Figure 1. The clock network.
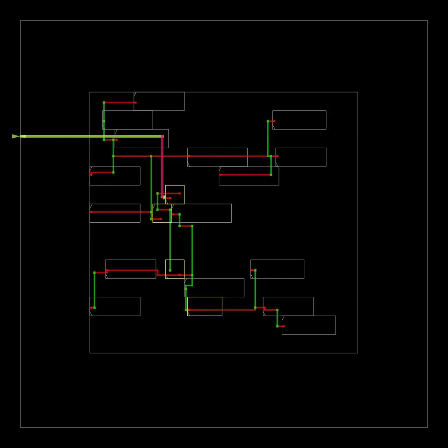
Figure 2. Wiring heat map.
Scale: 6 px per µm. 12 x 12 tiles, from black (low) to pale yellow (high), scaled to the fullest tile. Values are wire area over tile area, all layers added.
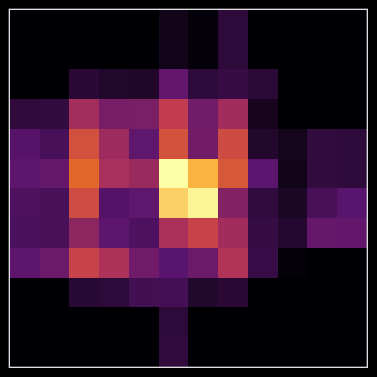
Figure 3. Where the registers sit.
Scale: 6 px per µm. Other sequential cells in the stronger gray, the rest of the logic in the fainter gray.
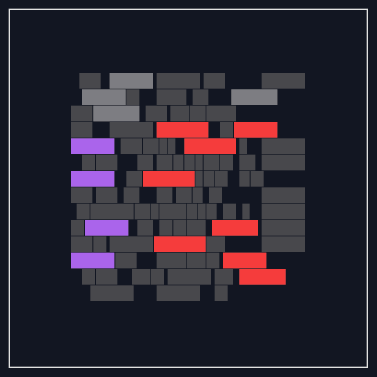
Figure 4. Cell sizes after repair.
Scale: 8 px per µm.
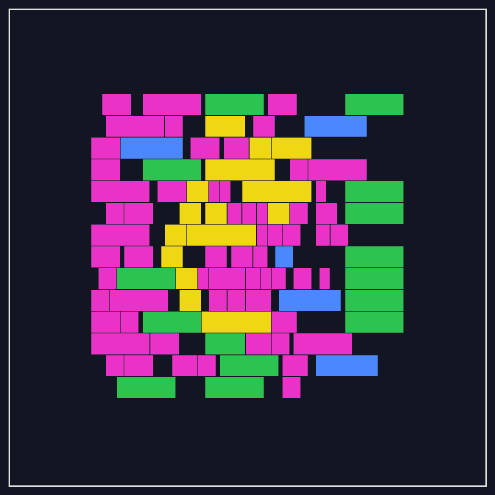
==> config.mk <==
export PLATFORM = sky130hd
export DESIGN_NAME = async_receiver
export DESIGN_NICKNAME = d
export VERILOG_FILES = /design/src/rtl/async_hs_pkg.sv /design/src/rtl/async_sync2.sv /design/src/rtl/async_receiver.sv
export SDC_FILE = /design/constraint.sdc
export NUM_CORES = 1
export LEC_CHECK = 0
export CORE_MARGIN = 10
export CORE_UTILIZATION = 43
export DETAILED_ROUTE_END_ITERATION = 7
export PLACE_DENSITY = 0.76
export SLEW_MARGIN = 10
export SYNTH_ARGS = -nofsm -noshare
export SYNTH_HDL_FRONTEND = slang
export SYNTH_HIERARCHICAL = 1
export SYNTH_SLANG_ARGS = --single-unit
export TNS_END_PERCENT = 1
==> constraint.sdc <==
create_clock -name clk -period 1.53 [get_ports clk]
set_input_delay 0.153 -clock clk [delete_from_list [all_inputs] [get_ports clk]]
set_output_delay 0.153 -clock clk [all_outputs]
set_load 0.1 [all_outputs]
==> src/rtl/async_hs_pkg.sv <==
// Shared four-phase handshake definitions: FSM state encoding and default bus width,
// common to the sender and the receiver.
package async_hs_pkg;

  typedef enum logic {
    IDLE = 1'b0,
    ACK  = 1'b1
  } hs_state_t;

  localparam int unsigned HS_BUS_W = 4;

endpackage

==> src/rtl/async_sync2.sv <==
// Two-flop synchronizer for a single asynchronous control bit.
module async_sync2 (
  input  logic clk,
  input  logic rst,
  input  logic d,
  output logic q
);

  logic r_meta;
  logic r_sync;

  always_ff @(posedge clk) begin
    if (!rst) begin
      r_meta <= 1'b0;
      r_sync <= 1'b0;
    end else begin
      r_meta <= d;
      r_sync <= r_meta;
    end
  end

  assign q = r_sync;

endmodule

==> src/rtl/async_receiver.sv <==
// Four-phase bundled-data receiver: synchronizes rqst, captures BusData into a
// one-word holding register and counts accepted words.
module async_receiver
  import async_hs_pkg::*;
#(
  parameter int unsigned B  = HS_BUS_W,
  parameter int unsigned CW = 8
) (
  input  logic          clk,
  input  logic          rst,
  input  logic          rqst,
  input  logic [B-1:0]  BusData,
  output logic          ack,
  output logic [B-1:0]  dout,
  output logic          valid,
  input  logic          rd,
  output logic [CW-1:0] cnt
);

  hs_state_t     r_state;
  hs_state_t     w_state_nxt;
  logic          w_rqst_s;
  logic          w_capture;
  logic [B-1:0]  r_dout;
  logic          r_valid;
  logic [CW-1:0] r_cnt;

  async_sync2 u_sync_rqst (
    .clk (clk),
    .rst (rst),
    .d   (rqst),
    .q   (w_rqst_s)
  );

  always_ff @(posedge clk) begin
    if (!rst) r_state <= IDLE;
    else      r_state <= w_state_nxt;
  end

  // Accept a new word only when the holding register is free or being read this cycle.
  always_comb begin
    w_state_nxt = r_state;
    w_capture   = 1'b0;
    case (r_state)
      IDLE: begin
        if (w_rqst_s && (!r_valid || rd)) begin
          w_state_nxt = ACK;
          w_capture   = 1'b1;
        end
      end
      ACK: begin
        if (!w_rqst_s) w_state_nxt = IDLE;
      end
      default: w_state_nxt = IDLE;
    endcase
  end

  always_ff @(posedge clk) begin
    if (!rst) begin
      r_dout  <= '0;
      r_valid <= 1'b0;
      r_cnt   <= '0;
    end else if (w_capture) begin
      r_dout  <= BusData;
      r_valid <= 1'b1;
      r_cnt   <= r_cnt + CW'(1);
    end else if (rd && r_valid) begin
      r_valid <= 1'b0;
    end
  end

  assign ack   = 1'(r_state);
  assign dout  = r_dout;
  assign valid = r_valid;
  assign cnt   = r_cnt;

endmodule

==> summary.txt <==
Implementation summary

The mean instance size in the synthesized netlist is 9.97 µm². In the routed layout, each cell is associated on average with a via count of roughly 5.1. Per the detail_route log, met3 wirelength is 194 µm.

The post-route netlist has 36.1% of its cells at a drive strength greater than 1. The number of global-route vias before repair is between 500 and 600. Routability-driven placement finished with a final weighted congestion of about 0.7. The switching share of power is between 20% and 30%.

The global routing stage identified its most utilized layer as met2. In the detailed route, the total length drawn on met2 is 770 µm. In the synthesis report, Yosys lists the chip area as 668 µm². The iteration tally of the first detailed-router pass is 4. The post-synthesis share of cell area spent on xor and xnor gates is 6.55%.

The overall routing resource usage is under 10%. The power of the combinational group is 141 µW. The main area contributors are dfxtp_1, mux2i_1, and2_1, xor2_1, nor2b_1. The count of unresolved DRC violations after routing is 0.

The pin count of the biggest net entering global routing is 16. The most common logic cells in the final layout are buf_12, dfxtp_1, clkdlybuf4s50_1. Across the run, the number of max-cap violations was 0. In this run the full chip footprint comes out at around 3500 µm². The endpoint class of the critical path is a flop. The clock-pin slew on the worst setup and hold paths is 0.09 ns. Signal routing reaches up to met4. The flow ran to the end, and the final reports show no timing, DRC or antenna violations. The number of top-level design ports is 22. The power group with the largest share is sequential cells. According to the floorplan log, the row count is 14.

Before CTS, the worst setup slack after placement is -0.135 ns. Of the total synthesized cell area, the portion taken by AND-OR and OR-AND cells is roughly 7%. The starting density of the core is 44.9%.

The cell taking the most area after synthesis is dfxtp_1. The clock network accounts for between 30% and 40% of the total power. The required time of the worst setup path is approximately 1.8 ns. The TritonCTS buffer count is 3. The die extent in x is 59.4 µm. The gate-level netlist out of Yosys references 26 unique cell types.

The final critical-path share of the clock period is between 90% and 100%. After detailed routing, the average wire length per cell comes to between 10 and 15 µm. The number of nets in the layout is about 110. The synthesized netlist devotes under 10% of its cell area to adder and majority cells. The report shows a maximum critical-path fanout of 6.

The met3 track demand over resource in global routing is 6.65%. The gate count of the mapped netlist is roughly 67. The worst-case setup margin in the final layout is 0.101 ns. The met2 usage is between 10% and 20%. According to the hold report, the worst path is of the in2reg type. The number of hold buffers added after CTS was 0. TritonCTS built the clock tree. The post-synthesis mux area share is between 5 and 6%.

In this run, flip-flops and latches consume around half of the power. The flow reported a cell area power density of roughly 740 nW/µm². The synthesis report lists the Yosys warning total as 6. Across all stage logs, warnings added up to 27. The final critical-path required period is approximately 1.4 ns. The worst-case max-slew headroom was logged as 75.5%. The global-route wire length before repair is 2.55 mm. Yosys stat counts approximately 67 cells in the synthesized netlist. The core region is about 1500 µm². The overall die height is slightly below 60 µm. The final hold violation count is 0. The met1 layer wirelength in the final routing is 577 µm. The startpoint kind of the worst setup timing path is a flop. In this run the remaining antenna-violating nets after routing total 0. The switching power is 217 µW. The cell internal power dissipation is roughly 630 µW. The final report lists the setup-violating endpoint count as 0.

Detailed-route iteration 0 reported a violation count of 7. The flow reports an fmax of 700 MHz. Post-CTS repair changed the size of 0 cells. Per the cell usage report, the commonest logic cell in the layout is buf_12. Sequential elements use 47.9% of the synthesized area. The maximum buffer depth of the clock tree is 2.
About Figure 1:
insertion delay at the late pin of the worst-skew pair: 0.28 ns
clock group power: 272 µW
Clock Skews: 0.00325 ns

About Figure 2:
densest ninth of the die: center
fullest tile: 0.44
nearly empty tiles: 41%
tiles over half the peak: 9.0%

About Figure 3:
legend:
  `dout`:
    color: purple
    sequential_cells: 4
    where: west
  `cnt`:
    color: red
    sequential_cells: 8
    where: center
not colored: 4
sequential cell power: 433 µW
Seq. cell area: 340 µm²
utilization of the core after routing: 76.3%

About Figure 4:
legend:
  x6 and larger:
    color: green
    cells: 15
    share: 15%
  x3 and x4:
    color: yellow
    cells: 15
    share: 15%
  x1 and smaller:
    color: magenta
    cells: 62
    share: 64%
  x2:
    color: blue
    cells: 5
    share: 5.2%
area grow syn2layout: 70.0%
non-clock buffer total of the final layout: 27

path summary, 6_finish.rpt:
check / from / to / slack [ns] / depth (start not counted)
worst max-delay path: ack / cnt[7] / 0.10 / 4
worst min register to register: u_sync_rqst/r_meta / u_sync_rqst/q / 0.44 / 1
worst max register to register: ack / cnt[7] / 0.10 / 4
worst min-delay path: rst / cnt[5] / 0.43 / 3
sequential cells by signal, indices dropped and copies added, names as in the netlist:
name / count
cnt: 8
dout: 4
ack: 1
u_sync_rqst/q: 1
u_sync_rqst/r_meta: 1
valid: 1
synth_stat cells:
cell	number
nand2b_1	1
nor4_1	1
nor2_2	1
xor2_1	4
inv_1	1
or3_1	2
mux2i_1	4
a21boi_0	2
nor2b_4	1
dfxtp_1	16
and2_1	6
nand3_1	3
xnor2_1	1
o21ai_0	3
nand2_1	5
nor2b_1	5
or4_1	1
and4_1	1
nand4_1	1
nor3_1	1
nand2b_4	1
a21boi_1	1
o211a_1	1
nor2_1	2
clkbuf_1	1
ha_1	1
metrics by stage:
stage | hold WS, ns | total power [µW] | TNS (ns) | std cells | area, µm²
after global placement | 0.415 | 582 | -0.0976 | 109 | 1100
after global routing | 0.453 | 875 | 0 | 113 | 1140
after floorplan | 0.272 | 517 | -0.0599 | 67 | 688
after CTS | 0.430 | 854 | 0 | 113 | 1140
final | 0.434 | 846 | 0 | 113 | 1140
after detailed placement | 0.421 | 585 | -0.269 | 109 | 1100
final cells by class:
class                      count  area (µm²)  share of cell area, %
timing repair buffer          27         395                   34.8
sequential                    16         340                   30.0
multi-input combinational     49         340                   30.0
clock buffer                   4        36.3                   3.19
tap                           16        20.0                   1.76
inverter                       1        3.75                  0.330
critical path, cell delays in order (launching register included):
cell and delay, ns:
dfxtp_2 0.36, nand2b_4 0.17, or3_1 0.36, or3_1 0.35, a21boi_1 0.13
Power figures rest on the tool's default switching activity, not on a simulated workload.
